metal_density.png
Drawn at 6 px/um. 11 x 11 tiles, from dark blue (low) to red (high), scaled to the fullest tile. Values are wire area over tile area, all layers added.
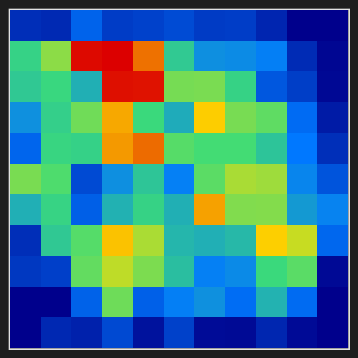
layer_met3.png
Drawn at 8 px/um. Cells faint in the background.
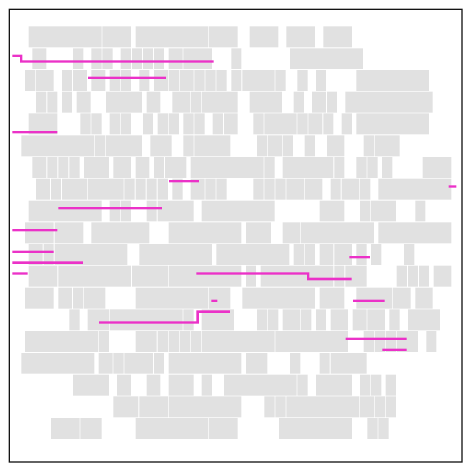
congestion.png
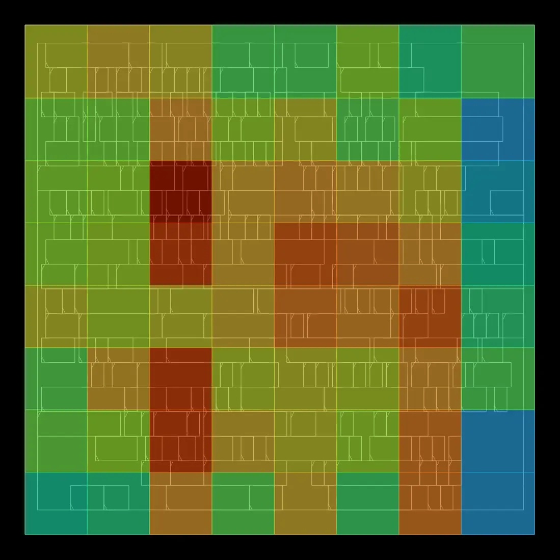
io_placement.png
Drawn at 8 px/um. Pins as bars across the die edge, other pins in gray.
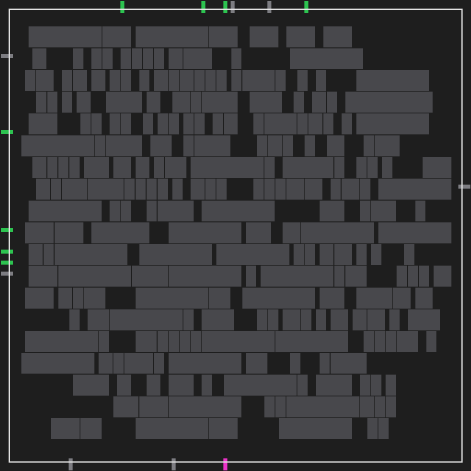
Design quad_decoder_flat, sky130hd; sources not shown.
==> Flow_metrics.wiki <==
== Flow metrics ==
{| class="wikitable"
! Metric !! Value
|-
| Portion of the clock cycle consumed by the worst path in the final layout || 57.5%
|-
| Chip area line of the yosys report || 0.00181 mm2
|-
| Worst setup path class || reg2reg
|-
| Number of hold violations in the final report || 0
|-
| Residual antenna-violating net count after detailed routing || 0
|-
| Final clock skew || 0.00932 ns
|-
| Number of stages on the worst setup path || 11
|-
| Port Buf Inserts || 15
|-
| Cell area after layout || 0.00207 mm2
|-
| Crit-path cells || inv_1, nand2_1, nand2_2, nand3_4, ha_1, or2_1, nand3_1, nand2_1, or2_1, nand3_1, nand2_1
|-
| Vias in the first global route || 1328
|-
| Status || completed
|-
| Final Setup Violations || 0
|-
| Leakage power || 1.10 nW
|-
| Total design power || 1.71 mW
|-
| Internal cell power || 958 uW
|-
| Count of mapped cells out of synthesis || 220
|-
| CTS buffer count || 5
|-
| GR Overflow Total || 0
|-
| Aoi share || 3.53%
|-
| Share of the synthesized netlist area taken by xor and xnor gates || 4.37%
|-
| Crit-path max cell delay || 0.48 ns
|-
| Count of different cell masters after synthesis || 28
|-
| Unrepaired setup endpoints after global routing || no
|-
| Antenna violations before repair || 0
|-
| Worst Setup End Kind || flip-flop
|-
| Logic gate share of total power || 53.5%
|-
| Most frequent logic cell in the layout || sky130_fd_sc_hd__nand2_1
|-
| Post-Place Worst Slack || 1.56 ns
|-
| Hold slack final || 0.348 ns
|-
| Number of pins with negative max-slew slack in the final report || 0
|-
| Standard-cell rows || 19
|-
| Setup bufs post-CTS || 0
|-
| Synth Cell Area || 0.00181 mm2
|-
| Area added between synthesis and finish || 14.6%
|-
| Synth Seq Share || 44.4%
|-
| Slowest cell on crit path || sky130_fd_sc_hd__dfrtp_1
|-
| Hold Path Cell Cnt || 0
|-
| Number of synthesis warnings || 6
|-
| Clock tree from TritonCTS || done
|}
Notes on metal_density.png above:
tiles over half the peak	30%
nearly empty tiles	8.3%
densest ninth of the die	center
emptiest ninth of the die	north-east
fullest tile	0.43
final wirelength: 3140 um
total number of vias: 1394

Notes on layer_met3.png above:
main direction	horizontal
share of all routed wire	4.2%
fraction of met3 tracks used by global routing: 7.14%

Notes on congestion.png above:
met2 usage in global routing: 37.2%
Avg WL per Cell: 11.5 um
final core utilization: 74.4%
GRT Util Overall: 23.7%
fraction of met1 tracks used by global routing: 30.3%

Notes on io_placement.png above:
color	port	pins	direction	edge
green	bus_count	8	output	4 west, 4 north
magenta	bus_dir_up	1	output	south
all pins by edge	6 north, 6 west, 3 south, 1 east
Die Span Y: 56.4 um
Die X-Extent: 56.4 um

## cell type report
type / instances / area, um2
fill: 218 / 713
timing repair buffer: 16 / 158
sequential: 32 / 801
inverter: 33 / 124
multi-input combinational: 153 / 867
clock inverter: 3 / 42.5
clock buffer: 5 / 37.5
tap: 31 / 38.8
## routing by layer
metal	track usage (%)	routed length, um	vias up
met5	0	0	-
met4	10.8	62	0
met3	7.14	130	7
met2	37.2	1450	23
met1	30.3	1500	645
li1	-	-	719
## power groups by stage
stage	logic, mW	clock network [mW]	registers [mW]
2_1_floorplan	0.675	0	0.536
3_3_place_gp	0.879	0	0.531
3_5_place_dp	0.901	0	0.536
4_1_cts	0.914	0.277	0.529
5_1_grt	1.05	0.297	0.538
6_report	0.915	0.267	0.528
## worst reg2reg max path: stages, from the launching register on
cell                      delay, ns
sky130_fd_sc_hd__dfrtp_1       0.48
sky130_fd_sc_hd__inv_1         0.11
sky130_fd_sc_hd__nand2_1       0.06
sky130_fd_sc_hd__nand2_2       0.08
sky130_fd_sc_hd__nand3_4       0.15
sky130_fd_sc_hd__ha_1          0.36
sky130_fd_sc_hd__or2_1         0.26
sky130_fd_sc_hd__nand3_1       0.10
sky130_fd_sc_hd__nand2_1       0.06
sky130_fd_sc_hd__or2_1         0.20
sky130_fd_sc_hd__nand3_1       0.06
sky130_fd_sc_hd__nand2_1       0.05
## synth_stat cells
| master | count | area (um2) |
|---|---|---|
| sky130_fd_sc_hd__buf_2 | 1 | 5.00 |
| sky130_fd_sc_hd__nand2_1 | 68 | 255 |
| sky130_fd_sc_hd__a31oi_1 | 1 | 6.26 |
| sky130_fd_sc_hd__o21ai_1 | 1 | 5.00 |
| sky130_fd_sc_hd__conb_1 | 1 | 3.75 |
| sky130_fd_sc_hd__nor2_1 | 15 | 56.3 |
| sky130_fd_sc_hd__inv_1 | 28 | 105 |
| sky130_fd_sc_hd__nand3_4 | 1 | 17.5 |
| sky130_fd_sc_hd__xor2_1 | 5 | 43.8 |
| sky130_fd_sc_hd__or2_2 | 1 | 6.26 |
| sky130_fd_sc_hd__a21oi_1 | 2 | 10.0 |
| sky130_fd_sc_hd__nand3b_1 | 2 | 15.0 |
| sky130_fd_sc_hd__nand2_2 | 8 | 50.1 |
| sky130_fd_sc_hd__ha_1 | 10 | 125 |
| sky130_fd_sc_hd__nor2_4 | 3 | 33.8 |
| sky130_fd_sc_hd__xnor2_1 | 4 | 35.0 |
| sky130_fd_sc_hd__nand4_1 | 3 | 18.8 |
| sky130_fd_sc_hd__nand2_4 | 2 | 22.5 |
| sky130_fd_sc_hd__o21ai_0 | 6 | 30.0 |
| sky130_fd_sc_hd__inv_2 | 5 | 18.8 |
| sky130_fd_sc_hd__o211ai_2 | 1 | 12.5 |
| sky130_fd_sc_hd__fa_1 | 1 | 20.0 |
| sky130_fd_sc_hd__dlygate4sd1_1 | 1 | 8.76 |
| sky130_fd_sc_hd__nor3_2 | 1 | 10.0 |
| sky130_fd_sc_hd__nand3_1 | 14 | 70.1 |
| sky130_fd_sc_hd__or2_1 | 2 | 12.5 |
| sky130_fd_sc_hd__nor3b_1 | 1 | 7.51 |
| sky130_fd_sc_hd__dfrtp_1 | 32 | 801 |
Power figures rest on the tool's default switching activity, not on a simulated workload.
